Figure 1. Cell density map.
The die is cut into 7 by 7 equal tiles; white is low, dark blue is high, 0 to 100% covered.
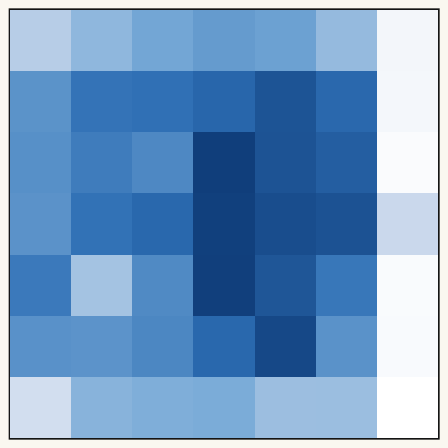
Figure 2. Cell placement.
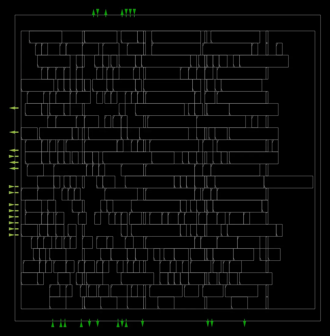
Figure 3. Close-up of the layout.
Region (42, 42) to (62, 62) um. Cells in gray, sequential cells in the stronger gray; small squares are vias.
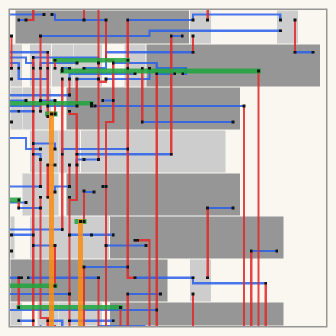
`src/rtl/pc_sequencer.sv`:
```
// pc_sequencer: parametrised program-counter sequencer with conditional
//   branches, CALL/RET through a hardware return-address stack, stall and
//   a sticky error flag. Sits between the controller and the instruction ROM.
// Latency: one cycle; the new pc, taken and stack state are visible after the edge.
// Backpressure: en=0 stalls; pc, stack and err hold and taken drops to 0.
//
// Optional feature: define PC_TRACE_EN to add last_src/last_dst, which
// capture the pre-redirect pc and the new pc on every redirecting cycle.
//
// Ports:
//   clk          clock, all state updates on posedge
//   reset        synchronous, active-high reset (overrides en and op)
//   en           advance enable; 0 = stall
//   op           000 NEXT, 001 JMP, 010 JCOND, 011 CALL, 100 RET, others NEXT
//   cond_sel     00 always, 01 carry, 10 zero, 11 never (JCOND only)
//   cond_inv     invert the selected condition (JCOND only)
//   carry_f      ALU carry flag, sampled in the same cycle as op
//   zero_f       ALU zero flag, sampled in the same cycle as op
//   target       branch / call destination
//   pc           current program counter (registered)
//   taken        1 if the previous enabled cycle redirected the pc
//   stack_depth  occupied return-stack entries
//   stack_full   stack_depth == DEPTH
//   stack_empty  stack_depth == 0
//   err          sticky: CALL on full or RET on empty; cleared by reset only
//   last_src     (PC_TRACE_EN) pc before the most recent redirect
//   last_dst     (PC_TRACE_EN) pc after the most recent redirect

module pc_sequencer #(
    parameter int                ADDR_W     = 8,
    parameter int                STEP       = 2,
    parameter logic [ADDR_W-1:0] RESET_ADDR = '0,
    parameter int                DEPTH      = 4,
    localparam int               DEPTH_W    = $clog2(DEPTH + 1)
) (
    input  logic               clk,
    input  logic               reset,
    input  logic               en,
    input  logic [2:0]         op,
    input  logic [1:0]         cond_sel,
    input  logic               cond_inv,
    input  logic               carry_f,
    input  logic               zero_f,
    input  logic [ADDR_W-1:0]  target,
    output logic [ADDR_W-1:0]  pc,
    output logic               taken,
    output logic [DEPTH_W-1:0] stack_depth,
    output logic               stack_full,
    output logic               stack_empty,
    output logic               err
`ifdef PC_TRACE_EN
    ,
    output logic [ADDR_W-1:0]  last_src,
    output logic [ADDR_W-1:0]  last_dst
`endif
);

    // Index width into the stack storage; a single-entry stack still
    // needs a one-bit index.
    localparam int IDX_W = (DEPTH > 1) ? $clog2(DEPTH) : 1;

    typedef enum logic [2:0] {
        OP_NEXT  = 3'b000,
        OP_JMP   = 3'b001,
        OP_JCOND = 3'b010,
        OP_CALL  = 3'b011,
        OP_RET   = 3'b100
    } op_e;

    typedef enum logic [1:0] {
        COND_ALWAYS = 2'b00,
        COND_CARRY  = 2'b01,
        COND_ZERO   = 2'b10,
        COND_NEVER  = 2'b11
    } cond_e;

    // Return-address storage. Contents are don't-care after reset; only
    // stack_depth decides which entries are live.
    logic [ADDR_W-1:0] stack_mem [DEPTH];

    logic [ADDR_W-1:0]  seq;
    logic [ADDR_W-1:0]  pc_nxt;
    logic               taken_nxt;
    logic [DEPTH_W-1:0] depth_nxt;
    logic               err_nxt;
    logic               push;
    logic               cond_raw;
    logic               cond_hit;
    logic [IDX_W-1:0]   push_idx;
    logic [IDX_W-1:0]   pop_idx;

    // Sequential successor; wrapping past the top of the address space is
    // legal and silent.
    assign seq = pc + ADDR_W'(STEP);

    assign stack_full  = (stack_depth == DEPTH_W'(DEPTH));
    assign stack_empty = (stack_depth == '0);

    // push_idx is only used when not full and pop_idx only when not empty,
    // so truncation to IDX_W never aliases a live entry.
    assign push_idx = IDX_W'(stack_depth);
    assign pop_idx  = IDX_W'(stack_depth - DEPTH_W'(1));

    // Branch condition: flags come straight from the ALU in the same cycle.
    always_comb begin
        cond_raw = 1'b0;
        case (cond_sel)
            COND_ALWAYS: cond_raw = 1'b1;
            COND_CARRY:  cond_raw = carry_f;
            COND_ZERO:   cond_raw = zero_f;
            COND_NEVER:  cond_raw = 1'b0;
            default:     cond_raw = 1'b0;
        endcase
        cond_hit = cond_raw ^ cond_inv;
    end

    // Next-state decode. Failed CALL/RET fall through to the sequential pc
    // so the core keeps fetching while err flags the fault.
    always_comb begin
        pc_nxt    = pc;
        taken_nxt = 1'b0;
        depth_nxt = stack_depth;
        err_nxt   = err;
        push      = 1'b0;

        if (en) begin
            pc_nxt = seq;
            case (op)
                OP_JMP: begin
                    pc_nxt    = target;
                    taken_nxt = 1'b1;
                end
                OP_JCOND: begin
                    if (cond_hit) begin
                        pc_nxt    = target;
                        taken_nxt = 1'b1;
                    end
                end
                OP_CALL: begin
                    if (stack_full) begin
                        err_nxt = 1'b1;
                    end else begin
                        push      = 1'b1;
                        depth_nxt = stack_depth + DEPTH_W'(1);
                        pc_nxt    = target;
                        taken_nxt = 1'b1;
                    end
                end
                OP_RET: begin
                    if (stack_empty) begin
                        err_nxt = 1'b1;
                    end else begin
                        depth_nxt = stack_depth - DEPTH_W'(1);
                        pc_nxt    = stack_mem[pop_idx];
                        taken_nxt = 1'b1;
                    end
                end
                default: begin
                    // NEXT and unused encodings: sequential advance.
                    pc_nxt = seq;
                end
            endcase
        end
    end

    always_ff @(posedge clk) begin
        if (reset) begin
            pc          <= RESET_ADDR;
            taken       <= 1'b0;
            stack_depth <= '0;
            err         <= 1'b0;
        end else begin
            pc          <= pc_nxt;
            taken       <= taken_nxt;
            stack_depth <= depth_nxt;
            err         <= err_nxt;
        end
    end

    // Storage has no reset; a push is suppressed while reset is high so a
    // CALL presented alongside reset leaves no trace.
    always_ff @(posedge clk) begin
        if (!reset && push) begin
            stack_mem[push_idx] <= seq;
        end
    end

`ifdef PC_TRACE_EN
    always_ff @(posedge clk) begin
        if (reset) begin
            last_src <= RESET_ADDR;
            last_dst <= RESET_ADDR;
        end else if (taken_nxt) begin
            last_src <= pc;
            last_dst <= pc_nxt;
        end
    end
`endif

endmodule

```
`config.mk`:
```
export PLATFORM = sky130hd
export DESIGN_NAME = pc_sequencer
export DESIGN_NICKNAME = d
export VERILOG_FILES = /design/src/rtl/pc_sequencer.sv
export SDC_FILE = /design/constraint.sdc
export NUM_CORES = 1
export LEC_CHECK = 0
export ABC_AREA = 1
export CAP_MARGIN = 20
export CORE_UTILIZATION = 50
export DETAILED_ROUTE_END_ITERATION = 16
export PLACE_DENSITY = 0.76
export SLEW_MARGIN = 20
export SYNTH_ARGS = -nofsm -noshare
export SYNTH_HDL_FRONTEND = slang
export SYNTH_SLANG_ARGS = --single-unit
```
`constraint.sdc`:
```
create_clock -name clk -period 2.6 [get_ports clk]
set_input_delay 0.52 -clock clk [delete_from_list [all_inputs] [get_ports clk]]
set_output_delay 0.52 -clock clk [all_outputs]
set_load 0.005 [all_outputs]
```
==> out/qor.yml <==
status:
  status: "finished, final reports clean"
sta:
  hold_viol_final: 0
  finClkSkew_ps: 10.70
  fmax_mhz: 437.3
  worst_pin_slew_ps: 570.0
  period_needed_ps: 2287
  relSlewSlack: 0.6187
final_layout:
  diodes: 0
  nNetsFinal: 323
  layout-drive-gt1-share: 0.09030
  seq_area_um2: 1221
  final-comb-area_um2: 869.6
clocking:
  h-tree-depth: 2
  cts_setup_buffers: 0
  insertion_delay_ps: 300
place:
  routabilityCongestion: 0.9322
  preCtsSetupSlack_ps: 379.6
routing:
  ant_nets: 0
  wl_met2_mm: 2.231
  vias: 1792
  firstDrtPassIters: 4
  vias_per_cell: 5.135
  wl_per_cell_um: 13.91
power_and_ir_drop:
  vdd_drop_max_mv: 0.2710
  p_leak_nw: 1.128
floorplan:
  dieArea_um2: 4743
  fp-utilization: 0.5396
  die_w_um: 68.87
  fp.dieH_um: 68.87
worst_setup_path:
  crit_arrival_ps: 1770
  cp.required_ps: 2080
synth:
  syn_nets: 282
  ys_cells: 257
  yosys.area.top_type: "edfxtp_1"
  synth_seq_share: 0.5462
  synth-seq-cells: 45
  yosys_warnings: 0
  yosys_area_um2: 2236
  async_flop_share: 0
  ff_type: "edfxtp_1"
  yosys-top-cells-area: "edfxtp_1 (43%), dfxtp_1 (12%), nor2_1 (8.7%)"
  synth_area_um2: 2236
  most_common_cell: "nor2_1"
grt:
  grt_max_degree: 21
  overflow: 0
  grt_pass1_wl_mm: 7.783
flow_run:
  maxCapViolCount: 0
About Figure 1:
densest ninth of the die: center
nearly empty tiles: 2.0%
fullest tile: 94%
emptiest ninth of the die: lower right
tiles over 75% full: 29%

About Figure 2:
Flops: 45
Rows: 23
post-route insts no fill: 349

About Figure 3:
[met3] green
[met1] blue
[met2] red
[met4] orange
netlist names of flops here include: `stack_mem` (7)
most frequent: nor2_1 (9), edfxtp_1 (7), o21ai_0 (2)
cells with their middle in the window: 23
sequential cells in the window: 7

==> final timing paths <==
kind	startpoint	end	slack [ps]	cells past startpoint
max reg2reg	stack_depth[1]$_SDFFE_PP0P_	stack_mem[1][2]$_DFFE_PP_	750	8
min	err$_SDFFE_PP0P_	err$_SDFFE_PP0P_	500	2
min reg2reg	err$_SDFFE_PP0P_	err$_SDFFE_PP0P_	500	2
max	stack_depth[1]$_SDFFE_PP0P_	stack_empty	310	5
==> state kept, by name (all words and copies together), names as in the netlist <==
signal,cells
pc,8
stack_depth,3
err,1
stack_mem,32
taken,1
==> metrics by stage <==
| stage | cells | instance area, um^2 | power (mW) | hold slack [ps] |
|---|---|---|---|---|
| 2_1_floorplan | 257 | 2236 | 0.9495 | 465.0 |
| 3_3_place_gp | 341 | 2638 | 1.050 | 463.6 |
| 3_5_place_dp | 341 | 2638 | 1.051 | 470.0 |
| 4_1_cts | 349 | 2748 | 1.531 | 497.6 |
| 5_1_grt | 349 | 2748 | 1.593 | 538.0 |
| 6_report | 349 | 2748 | 1.524 | 499.0 |
==> power breakdown <==
group          switching [mW]  internal, mW  total [mW]  leakage [nW]
logic                   0.127         0.103       0.230         0.677
registers              0.0164         0.789       0.806         0.398
clock network           0.240         0.249       0.488        0.0525
==> area by class of cell <==
class / instances / area share
clock inverter: 2 / 0.005920
sequential: 45 / 0.4444
tap: 50 / 0.02277
inverter: 25 / 0.03415
clock buffer: 6 / 0.03415
timing repair buffer: 41 / 0.1421
multi-input combinational: 180 / 0.3165
==> worst max-delay path, cell delays in order, from the launching register on <==
cell and delay (ps):
dfxtp_1 350, inv_1 130, ha_1 210, inv_1 80
nor2_2 170, clkdlybuf4s50_1 540
==> per-layer routing <==
layer / GRT usage / vias up
li1: - / 917
met1: 0.3255 / 794
met3: 0.05263 / 13
met5: 0 / -
met2: 0.3532 / 68
met4: 0.1173 / 0
==> logic make-up (layout without fill, tap and decap cells) <==
| group | count (synthesis) | after routing | synth area share |
|---|---|---|---|
| AND-OR/OR-AND | 34 | 34 | 0.07946 |
| XOR/XNOR | 8 | 8 | 0.03134 |
| adder cells (fa/ha/maj) | 6 | 6 | 0.03357 |
| buffers and inverters | 32 | 74 | 0.06491 |
| flip-flops | 45 | 45 | 0.5462 |
| AND/OR/NAND/NOR | 132 | 132 | 0.2445 |
==> placed cells by master, fill, tap and decap left out, drive strengths merged <==
cell type	synthesis	final
nand3	17	17
xnor2	1	1
buf	6	8
clkinvlp	0	1
ha	6	6
edfxtp	32	32
o22ai	4	4
nand3b	1	1
clkbuf	1	6
nor2	57	57
xor2	7	7
nand2	56	56
nor3	1	1
a21oi	3	3
dfxtp	13	13
o211ai	1	1
clkinv	0	1
o21ai	26	26
inv	25	25
clkdlybuf4s50	0	33
No activity file was given, so power comes from the tool's default toggle rates.
